===== src/rtl/note_sequencer_ctrl.sv =====
// Song sequencer: fetches note words from a synchronous ROM, sounds each for its
// length in beat ticks, then inserts a rest gap. Define NOTE_SEQ_LOOP_EN to loop until stop.
module note_sequencer_ctrl #(
    parameter int TICK_DIV  = 12500000,
    parameter int SONG_LEN  = 42,
    parameter int ADDR_W    = 6,
    parameter int GAP_TICKS = 1
) (
    input  logic              clk,
    input  logic              rst,
    input  logic              start,
    input  logic              stop,
    input  logic              pause,
    output logic [ADDR_W-1:0] rom_addr,
    input  logic [7:0]        rom_data,
    output logic [3:0]        note_code,
    output logic              note_valid,
    output logic              busy,
    output logic              done
);

    localparam int CYC_W    = (TICK_DIV > 1) ? $clog2(TICK_DIV) : 1;
    localparam int TICK_MAX = (GAP_TICKS > 15) ? GAP_TICKS : 15;
    localparam int TICK_W   = $clog2(TICK_MAX + 1);

    localparam logic [CYC_W-1:0]  CYC_LAST  = CYC_W'(TICK_DIV - 1);
    localparam logic [TICK_W-1:0] GAP_LAST  = TICK_W'((GAP_TICKS > 0) ? GAP_TICKS - 1 : 0);
    localparam logic [ADDR_W-1:0] ADDR_LAST = ADDR_W'(SONG_LEN - 1);
    localparam logic [3:0]        SILENCE   = 4'd15;

    typedef enum logic [2:0] {
        S_IDLE,
        S_FETCH,
        S_LATCH,
        S_PLAY,
        S_GAP,
        S_DONE
    } state_t;

    state_t              state_q, state_d;
    logic [ADDR_W-1:0]   addr_q, addr_d;
    logic [3:0]          note_q, note_d;
    logic                valid_q, valid_d;
    logic [3:0]          len_q, len_d;     // last tick index of the current note
    logic [CYC_W-1:0]    cyc_q, cyc_d;
    logic [TICK_W-1:0]   tick_q, tick_d;
    logic                cyc_end;
    logic                adv;
    logic                hold;

    always_comb begin
        // NOTE: every next value takes its current value first, so no path leaves a latch behind.
        state_d = state_q;
        addr_d  = addr_q;
        note_d  = note_q;
        valid_d = valid_q;
        len_d   = len_q;
        cyc_d   = cyc_q;
        tick_d  = tick_q;
        adv     = 1'b0;
        cyc_end = (cyc_q == CYC_LAST);

        if (stop && state_q != S_IDLE) begin
            state_d = S_IDLE;
            addr_d  = '0;
            note_d  = SILENCE;
            valid_d = 1'b0;
            len_d   = '0;
            cyc_d   = '0;
            tick_d  = '0;
        end else begin
            unique case (state_q)
                S_IDLE: begin
                    if (start && !stop) begin
                        state_d = S_FETCH;
                        addr_d  = '0;
                    end
                end
                S_FETCH: state_d = S_LATCH;
                S_LATCH: begin
                    len_d = (rom_data[7:4] == 4'd0) ? 4'd0 : rom_data[7:4] - 4'd1;
                    if (rom_data[3:0] == 4'd0) begin
                        note_d  = SILENCE;
                        valid_d = 1'b0;
                    end else begin
                        note_d  = rom_data[3:0];
                        valid_d = 1'b1;
                    end
                    cyc_d   = '0;
                    tick_d  = '0;
                    state_d = S_PLAY;
                end
                S_PLAY: begin
                    if (!pause) begin
                        if (!cyc_end) begin
                            cyc_d = cyc_q + CYC_W'(1);
                        end else if (tick_q != TICK_W'(len_q)) begin
                            cyc_d  = '0;
                            tick_d = tick_q + TICK_W'(1);
                        end else if (GAP_TICKS > 0) begin
                            state_d = S_GAP;
                            note_d  = SILENCE;
                            valid_d = 1'b0;
                            cyc_d   = '0;
                            tick_d  = '0;
                        end else begin
                            adv = 1'b1;
                        end
                    end
                end
                S_GAP: begin
                    if (!pause) begin
                        if (!cyc_end) begin
                            cyc_d = cyc_q + CYC_W'(1);
                        end else if (tick_q != GAP_LAST) begin
                            cyc_d  = '0;
                            tick_d = tick_q + TICK_W'(1);
                        end else begin
                            adv = 1'b1;
                        end
                    end
                end
                S_DONE:  state_d = S_IDLE;
                default: state_d = S_IDLE;
            endcase

            // The previous note stays on the mux until the next word is latched.
            if (adv) begin
                cyc_d  = '0;
                tick_d = '0;
                if (addr_q == ADDR_LAST) begin
`ifdef NOTE_SEQ_LOOP_EN
                    addr_d  = '0;
                    state_d = S_FETCH;
`else
                    addr_d  = '0;
                    state_d = S_DONE;
                    note_d  = SILENCE;
                    valid_d = 1'b0;
`endif
                end else begin
                    addr_d  = addr_q + ADDR_W'(1);
                    state_d = S_FETCH;
                end
            end
        end
    end

    always_ff @(posedge clk or posedge rst) begin
        if (rst) begin
            state_q <= S_IDLE;
            addr_q  <= '0;
            note_q  <= SILENCE;
            valid_q <= 1'b0;
            len_q   <= '0;
            cyc_q   <= '0;
            tick_q  <= '0;
        end else begin
            // NOTE: non-blocking updates so every register sees the pre-edge values of the others.
            state_q <= state_d;
            addr_q  <= addr_d;
            note_q  <= note_d;
            valid_q <= valid_d;
            len_q   <= len_d;
            cyc_q   <= cyc_d;
            tick_q  <= tick_d;
        end
    end

    // Pause masks the output in the same cycle the counters freeze, so no time is lost.
    assign hold       = pause && (state_q == S_PLAY || state_q == S_GAP);
    assign note_code  = hold ? SILENCE : note_q;
    assign note_valid = valid_q && !hold;
    assign rom_addr   = addr_q;
    assign busy       = (state_q != S_IDLE);
    assign done       = (state_q == S_DONE);

endmodule


===== config.mk =====
export PLATFORM = sky130hd
export DESIGN_NAME = note_sequencer_ctrl
export DESIGN_NICKNAME = d
export VERILOG_FILES = /design/src/rtl/note_sequencer_ctrl.sv
export SDC_FILE = /design/constraint.sdc
export NUM_CORES = 1
export LEC_CHECK = 0
export CAP_MARGIN = 30
export CORE_MARGIN = 2
export CORE_UTILIZATION = 50
export DETAILED_ROUTE_END_ITERATION = 8
export HOLD_SLACK_MARGIN = 0.05
export PLACE_DENSITY = 0.69
export SLEW_MARGIN = 40
export SYNTH_ARGS = -nofsm -noshare
export SYNTH_HDL_FRONTEND = slang
export SYNTH_SLANG_ARGS = --single-unit

===== constraint.sdc =====
create_clock -name clk -period 2.05 [get_ports clk]
set_input_delay 0.615 -clock clk [delete_from_list [all_inputs] [get_ports clk]]
set_output_delay 0.615 -clock clk [all_outputs]
set_load 0.005 [all_outputs]

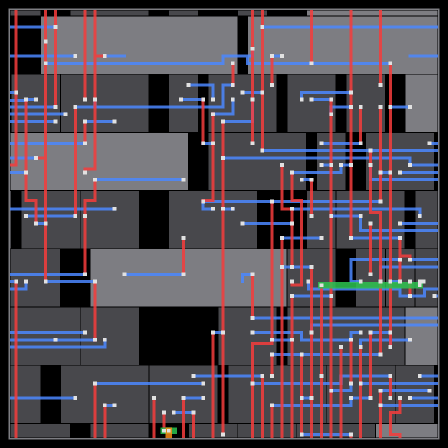
*Layout detail*
Window x 51 to 71, y 51 to 71 µm. Cells in gray, sequential cells in the stronger gray; small squares are vias.
[green] met3
[blue] met1
[red] met2
[orange] met4
netlist names of flops here include: cyc_q (2), rom_addr (2)
sequential cells in the window: 4
cells with their middle in the window: 31
most frequent: dfrtp_1 (4), buf_4 (4)

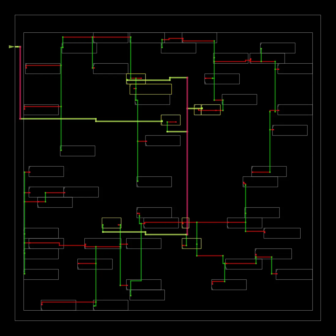
*Clock wiring as the flow saved it*
layout clock buffer count: 5
count of clock tree sinks: 46

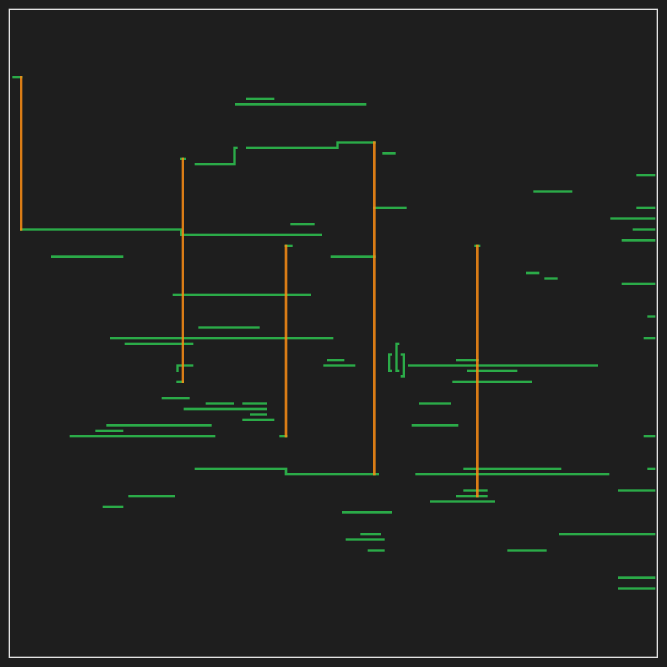
*Wiring by layer*
(8 px per µm) Two of the layers only.
[orange] met4 | wire length: 144 µm
[green] met3 | wire length: 450 µm

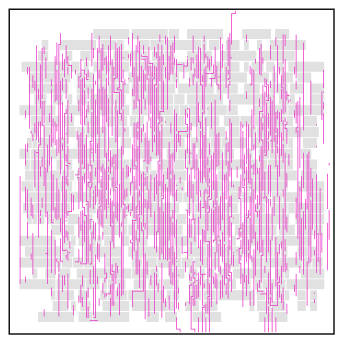
*Metal 2*
(4 px per µm)
wire length on this layer: 4,880 µm
longest straight run: 32.3 µm
share of all routed wire: 51%
main direction: vertical

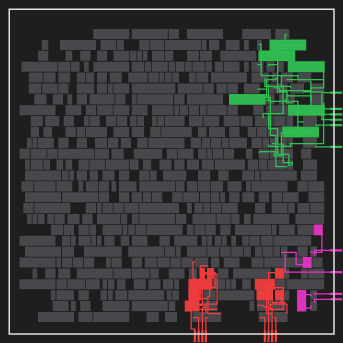
*Wires at chosen ports, followed through buffers*
(4 px per µm)
[magenta] note_code | bits: 4 | direction: output | end cells: 4 | buffers: 4 | wire: 53.4 µm
[green] rom_addr | bits: 6 | direction: output | end cells: 6 | buffers: 6 | wire: 287 µm
[red] rom_data | bits: 8 | direction: input | end cells: 14 | buffers: 8 | wire: 205 µm

==> COMMIT_EDITMSG <==
Log flow metrics for this revision

* Result of the run: finished, violations left
- The checks that failed: setup timing.
* Cycle use final: 1.05
- The flow reports power dissipated in sequential cells as 0.00109 W.
- STA reports a reg2reg setup slack of -0.09 ns.
- Share of cell area taken by muxes after synthesis: 0.0182
- Number of rows in the core area: 27
- The synthesized netlist contains 58 unique library cells.
- Of the total synthesized cell area, the portion taken by AND-OR and OR-AND cells is 0.219.
* Path depth of the worst reg2reg path: 5
- Mapped Area: 2950 µm²
- Per the CTS log, the root buffer master is sky130_fd_sc_hd__clkbuf_8.
* Worst clock skew: 0.00340 ns
- Most frequently placed logic cell in the final layout: sky130_fd_sc_hd__buf_4
* Non-filler instance count after layout: 530
- Tap insertion was completed with 72 tapcells.
- Hold Startpoint: len_q[3]$_DFFE_PP0P_
- Flip-flop count of the largest register, all copies and words added: 24
* Post-Syn Nets: 357
* Inst Count DP: 504
- The layout report lists the non-clock buffer share of cell area as 0.238.
- Critical R2R Launch: cyc_q[7]$_DFFE_PP0P_
- Worst setup slack after placement: -0.514 ns
- The min-delay analysis places its worst path in the category flip-flop to flip-flop.
- Post-CTS timing repair inserted 11 buffers for setup.
* Final setup slack of the worst path: -0.0949 ns
- Initial DRT Pass Iterations: 5
- The worst setup path is captured at an output port.
- Hold timing on the final database bottoms out at a slack of 0.546 ns.
* Final count of negative-setup-slack endpoints: 16
- VDD sags by at most 471 µV.
- Worst setup path category: flip-flop to output port
- Clock-pin slew on the worst setup and hold paths: 0.09 ns
* Fmax: 466 MHz
- Of the total power, registers draw 0.349.
- The fraction of cell area in multi-input combinational cells is reported as 0.444.
* Worst-margin pin slew: 0.467 ns
- The final timing report derives a shortest allowable period of 2.14 ns.
- The run reported a max-capacitance violation count of 0.
- Final sum of negative setup slack: -0.761 ns
- Gates resized during post-CTS repair numbered 57.
- Routability-driven placement finished with a final weighted congestion of 0.964.
* Post-detailed-route wirelength per cell: 17.9 µm
* TritonCTS clock tree: done
* Clock tree buffer depth: 2
* List of most frequent post-synthesis cells: 42 x sky130_fd_sc_hd__dfrtp_1, 28 x sky130_fd_sc_hd__nand2_1, 22 x sky130_fd_sc_hd__o21ai_0
* Power after layout: 0.00312 W
- Power density cells: 692 nW/µm²
- The combinational power reported by the tool is 0.00134 W.
- Entering global routing, the biggest net connects 32 pins.
- The first global-routing pass estimated 14,300 µm of wire.
* Remaining antenna violation count: 0
- Counting flops with a built-in enable in the synthesized netlist gives 0.
- Clock group power: 0.000693 W
* Post-synthesis simple-gate area fraction: 0.277
- Number of vias per cell: 6.09
- Tool warnings: 31
- Arrival time of the worst setup path: 1.53 ns
- Yosys top cell by area: sky130_fd_sc_hd__dfrtp_1
* Power group with the highest consumption: combinational logic
[critical path, stage by stage, from the launching register on]
cell,delay [ns]
sky130_fd_sc_hd__dfrtp_1,0.41
sky130_fd_sc_hd__buf_6,0.14
sky130_fd_sc_hd__nand3b_1,0.12
sky130_fd_sc_hd__buf_4,0.14
sky130_fd_sc_hd__nand2_4,0.06
sky130_fd_sc_hd__buf_6,0.11
sky130_fd_sc_hd__a21oi_2,0.11
sky130_fd_sc_hd__buf_2,0.13
[metal layers]
metal | GRT usage | vias up | wire (µm)
met5 | 0 | - | 0
met4 | 0.0847 | 0 | 143
li1 | - | 1513 | -
met2 | 0.491 | 121 | 4880
met3 | 0.0411 | 13 | 450
met1 | 0.367 | 1579 | 4000
Power figures rest on the tool's default switching activity, not on a simulated workload.
